File: config.mk
export PLATFORM = sky130hd
export DESIGN_NAME = uart_tx_sequencer
export DESIGN_NICKNAME = d
export VERILOG_FILES = /design/src/rtl/uart_tx_sequencer.sv
export SDC_FILE = /design/constraint.sdc
export NUM_CORES = 1
export LEC_CHECK = 0
export CORE_MARGIN = 10
export CORE_UTILIZATION = 65
export DETAILED_ROUTE_END_ITERATION = 12
export DONT_BUFFER_PORTS = 1
export PLACE_DENSITY = 0.79
export SLEW_MARGIN = 20
export SYNTH_ARGS = -nofsm -noshare
export SYNTH_HDL_FRONTEND = slang
export SYNTH_SLANG_ARGS = --single-unit
File: constraint.sdc
create_clock -name clk -period 5.65 [get_ports clk]
set_input_delay 1.695 -clock clk [delete_from_list [all_inputs] [get_ports clk]]
set_output_delay 1.695 -clock clk [all_outputs]
set_load 0.01 [all_outputs]
File: src/rtl/uart_tx_sequencer.sv
// ---------------------------------------------------------------------------
// uart_tx_sequencer
//   Frame controller for the UART transmit pin. It accepts one word per start
//   handshake and sends it as a frame: one start bit, DATA_BITS data bits
//   (LSB first), one stop bit, no parity. Every bit lasts CLKS_PER_BIT
//   cycles. It also drives the select input of the pin mux:
//   mux_sel = 0 picks a constant 1 (idle and stop), and mux_sel = 1 picks
//   the serial bit (start and data).
//
// Ports
//   clk       in   system clock; all state changes on the rising edge
//   rst       in   asynchronous reset, active high
//   tx_start  in   send request; looked at only while idle
//   tx_data   in   word to send; captured on the edge that accepts it
//   tx_busy   out  high while a frame is in flight
//   tx_done   out  one-cycle pulse in the last cycle of the stop bit
//   mux_sel   out  pin mux select (0 = constant 1, 1 = serial bit)
//   tx        out  serial line
//
// All outputs come from flops so the pin never glitches. Each flop loads
// the value decoded from the next state. As a result the outputs line up
// with state_q and do not lag it by a cycle.
// ---------------------------------------------------------------------------
module uart_tx_sequencer #(
  parameter int CLKS_PER_BIT = 868,
  parameter int DATA_BITS    = 8
) (
  input  logic                 clk,
  input  logic                 rst,
  input  logic                 tx_start,
  input  logic [DATA_BITS-1:0] tx_data,
  output logic                 tx_busy,
  output logic                 tx_done,
  output logic                 mux_sel,
  output logic                 tx
);

  localparam int CW = $clog2(CLKS_PER_BIT);
  localparam int IW = $clog2(DATA_BITS);

  localparam logic [CW-1:0] BAUD_LAST = CW'(CLKS_PER_BIT - 1);
  localparam logic [IW-1:0] IDX_LAST  = IW'(DATA_BITS - 1);

  typedef enum logic [1:0] {
    S_IDLE  = 2'd0,
    S_START = 2'd1,
    S_DATA  = 2'd2,
    S_STOP  = 2'd3
  } state_e;

  state_e                state_q,    state_d;
  logic [CW-1:0]         baud_cnt_q, baud_cnt_d;
  logic [IW-1:0]         bit_idx_q,  bit_idx_d;
  logic [DATA_BITS-1:0]  shift_q,    shift_d;
  logic                  tx_q,       tx_d;
  logic                  mux_sel_q,  mux_sel_d;
  logic                  busy_q,     busy_d;
  logic                  done_q,     done_d;

  logic bit_end;
  assign bit_end = (baud_cnt_q == BAUD_LAST);

  // -------------------------------------------------------------------------
  // State and output registers
  // -------------------------------------------------------------------------
  always_ff @(posedge clk or posedge rst) begin
    if (rst) begin
      state_q    <= S_IDLE;
      baud_cnt_q <= '0;
      bit_idx_q  <= '0;
      shift_q    <= '0;
      tx_q       <= 1'b1;
      mux_sel_q  <= 1'b0;
      busy_q     <= 1'b0;
      done_q     <= 1'b0;
    end else begin
      state_q    <= state_d;
      baud_cnt_q <= baud_cnt_d;
      bit_idx_q  <= bit_idx_d;
      shift_q    <= shift_d;
      tx_q       <= tx_d;
      mux_sel_q  <= mux_sel_d;
      busy_q     <= busy_d;
      done_q     <= done_d;
    end
  end

  // -------------------------------------------------------------------------
  // Next-state logic, then output decode from the next state
  // -------------------------------------------------------------------------
  always_comb begin
    state_d    = state_q;
    baud_cnt_d = baud_cnt_q;
    bit_idx_d  = bit_idx_q;
    shift_d    = shift_q;
    tx_d       = 1'b1;
    mux_sel_d  = 1'b0;
    busy_d     = 1'b0;
    done_d     = 1'b0;

    unique case (state_q)
      S_IDLE: begin
        baud_cnt_d = '0;
        if (tx_start) begin
          shift_d   = tx_data;
          bit_idx_d = '0;
          state_d   = S_START;
        end
      end

      S_START: begin
        baud_cnt_d = bit_end ? '0 : baud_cnt_q + 1'b1;
        if (bit_end) state_d = S_DATA;
      end

      S_DATA: begin
        baud_cnt_d = bit_end ? '0 : baud_cnt_q + 1'b1;
        if (bit_end) begin
          // The shift after the last bit is harmless because STOP ignores it.
          shift_d   = shift_q >> 1;
          bit_idx_d = bit_idx_q + 1'b1;
          if (bit_idx_q == IDX_LAST) state_d = S_STOP;
        end
      end

      S_STOP: begin
        baud_cnt_d = bit_end ? '0 : baud_cnt_q + 1'b1;
        if (bit_end) begin
          baud_cnt_d = '0;
          state_d    = S_IDLE;
        end
      end

      default: state_d = S_IDLE;
    endcase

    // The output flops load the values for the cycle that state_d describes.
    // The line therefore falls in the first cycle after the accepting edge.
    case (state_d)
      S_START: begin
        tx_d      = 1'b0;
        mux_sel_d = 1'b1;
        busy_d    = 1'b1;
      end
      S_DATA: begin
        tx_d      = shift_d[0];
        mux_sel_d = 1'b1;
        busy_d    = 1'b1;
      end
      S_STOP: begin
        busy_d = 1'b1;
        // Entering STOP always loads baud_cnt_d = 0, and CLKS_PER_BIT >= 2,
        // so this is true only in the last stop cycle.
        done_d = (baud_cnt_d == BAUD_LAST);
      end
      default: ;
    endcase
  end

  assign tx      = tx_q;
  assign mux_sel = mux_sel_q;
  assign tx_busy = busy_q;
  assign tx_done = done_q;

endmodule
Clock routing:
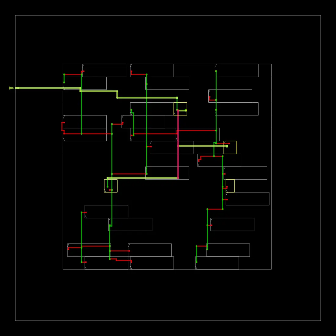
Latency at later pin: 0.33 ns
P_clk: 0.0834 mW
Layout Skew: 0.008050 ns

Pin placement:
Scale: 6 px per µm. Pins as bars across the die edge, other pins in grey.
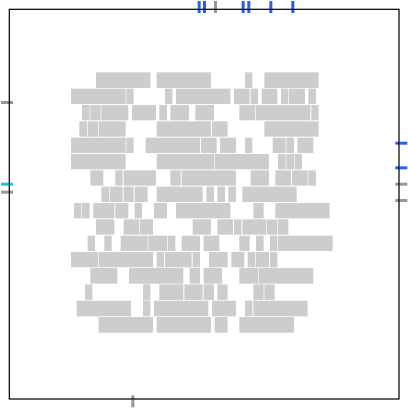
colour	port	pins	direction	edge
cyan	tx	1	output	left
blue	tx_data	8	input	6 top, 2 right
all pins by edge	7 top, 4 right, 3 left, 1 bottom
die height: 64.72 µm
port bufs: 0
Die X: 64.72 µm

Signal wires by layer:
Scale: 4 px per µm. Two of the layers only.
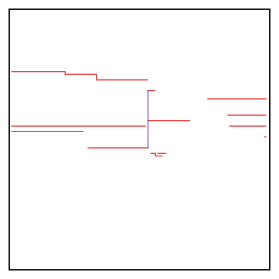
colour	layer	wire length
purple	metal 4	14.3 µm
red	metal 3	152 µm
Via Count: 880
GRT Total Usage: 11.86%

==> results.cfg <==
; implementation run metrics
[job]
drv_cap = 0
warning_count = 28

[clock_tree]
path_clk_slew_ns = 0.14
clockBufferDepth = 2

[critical_path]
r2r_cells = 10
cp-endpoint = tx_done
cp.depth = 8
path_cells = nor2b_1 -> a311o_1 -> nand2_1 -> inv_1 -> ha_1 -> nor4b_1 -> nand4bb_1 -> nor4b_1
startpoint = tx_start
cp_common_cell = nor4b_1
cp-end-kind = flop
worstPathRequired_ns = 5.90

[run_status]
status = completed

[die]
core_area_mm2 = 0.001922
ios = 15
n_tap_cell = 27
initCoreUtil_pct = 67.64

[worst_hold_path]
whs_path_depth = 2
hold_end = shift_q[5]
worst_hold_startpoint = shift_q[5]

[synth]
area_leaders = dfrtp_1 50%, ha_1 5.8%, nand2_1 5.5%
fp_nets = 143
yosys-stat-area_mm2 = 0.001300
ys_cells = 126
largest_area_cell = dfrtp_1
ys_warn_count = 0

[power]
switchingPower_mw = 0.1353
power_frac_seq_pct = 60.4
pwr-share-comb_pct = 19.9
ir_drop_v = 0.0002450
leakage_nw = 0.6534

[final_layout]
seq-cell-share_pct = 50.33
num-fill-cells = 163
design.seq.count = 27
layout_top_cells = 26 x dfrtp_1, 19 x nand2_1, 13 x nor2_1
logic_area_um2 = 580.6
comb_cells = 88
drive_above_1_share_pct = 9.524
inverters = 7

[grt]
grt_pass1_vias = 904
grt_antenna_before_repair = 0
grt_overflow = 0
grt_max_degree = 28

[sta]
rsz0062_at_grt = false
setup_viol = 0
finalMaxSlewViolations = 0
setup_tns_ns = 0
slew_headroom_pct = 35.68

[detailed_routing]
wl_per_cell_um = 15.18
first_iter_violations = 42
Clock network drawn from the DEF:
Scale: 8 px per µm.
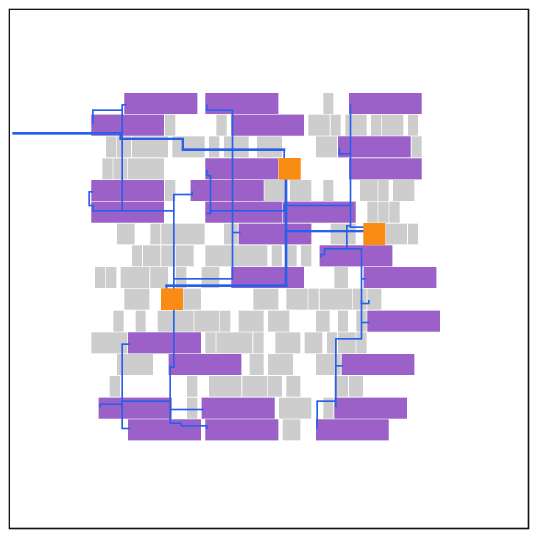
[orange] clock drivers | count: 3
[blue] clock wires | length: 298 µm
[purple] flip-flops | count: 27
routed clock nets	4
clock power share: 19.7%

Selected gate families:
Scale: 6 px per µm.
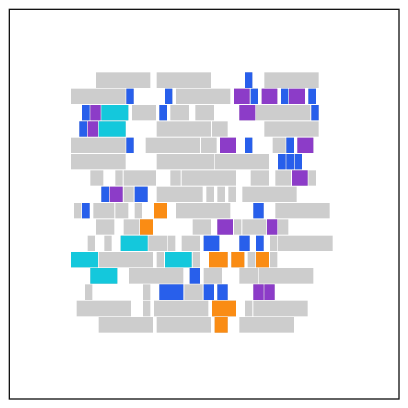
colour	family	cells	most used
purple	inverting AOI/OAI gates	14	a22oi_1
orange	AND and OR gates	7	and3_1
cyan	adder and majority cells	6	ha_1
blue	NAND gates	27	nand2_1
Finished Layout Cells: 153
dominant logic cell type in the layout: dfrtp_1
logic share of the area: 43.16%

==> kinds of logic after synthesis <==
family,share of synthesized area (%)
mux,2.021
fa+ha+maj,5.775
buf+inv,3.272
simple gates,22.23
xor+xnor,4.042
flops,52.07
compound gates,10.59
==> per-layer routing <==
layer / routed length [µm] / part of all wire (%) / up-vias / track usage [%]
met3: 152 / 6.5 / 3 / 5.670
met5: 0 / 0 / - / 0
li1: - / - / 433 / -
met4: 14 / 0.60 / 0 / 2.406
met2: 1154 / 50 / 14 / 19.83
met1: 1002 / 43 / 430 / 13.52
==> per-stage QoR <==
stage	utilization, %	power (mW)	area [µm²]	std cells	setup WS, ns
6_report	69.99	0.4235	1345	153	3.026
5_1_grt	69.99	0.4518	1345	153	2.816
4_1_cts	69.99	0.4265	1345	153	3.011
3_5_place_dp	68.55	0.3434	1318	149	2.661
3_3_place_gp	68.55	0.3366	1318	149	2.758
2_1_floorplan	-	0.3205	1300	126	2.834
==> cell usage after synthesis, drive strengths merged <==
master and count:
xor2 5, or3 2, dfstp 1, or2 1, mux2 2, o21bai 1
a21o 1, and3 2, a22o 2, o221a 1, inv 7, nor3 2
nor2 14, nand4bb 1, a311o 1, a31oi 1, xnor2 1, and4 1
and2 1, o21ai 3, buf 1, dfrtp 26, nor4b 2, clkbuf 3
a21oi 2, nand2b 1, ha 6, nor2b 2, nor4 1, a22oi 7
nand2 19, nand3 5, nand3b 1
==> power by group through the flow <==
stage	Clock (mW)	Combinational [mW]	Sequential [mW]
global route	0.0958	0.0932	0.263
CTS	0.0862	0.0847	0.256
finish	0.0834	0.0843	0.256
detailed placement	0	0.0853	0.258
floorplan	0	0.0687	0.252
global placement	0	0.0789	0.258
==> worst min-delay path, stage by stage (launching register included) <==
cell     delay (ns)
dfrtp_1        0.37
nand2_1        0.05
nand2_1        0.06
No activity file was given, so power comes from the tool's default toggle rates.
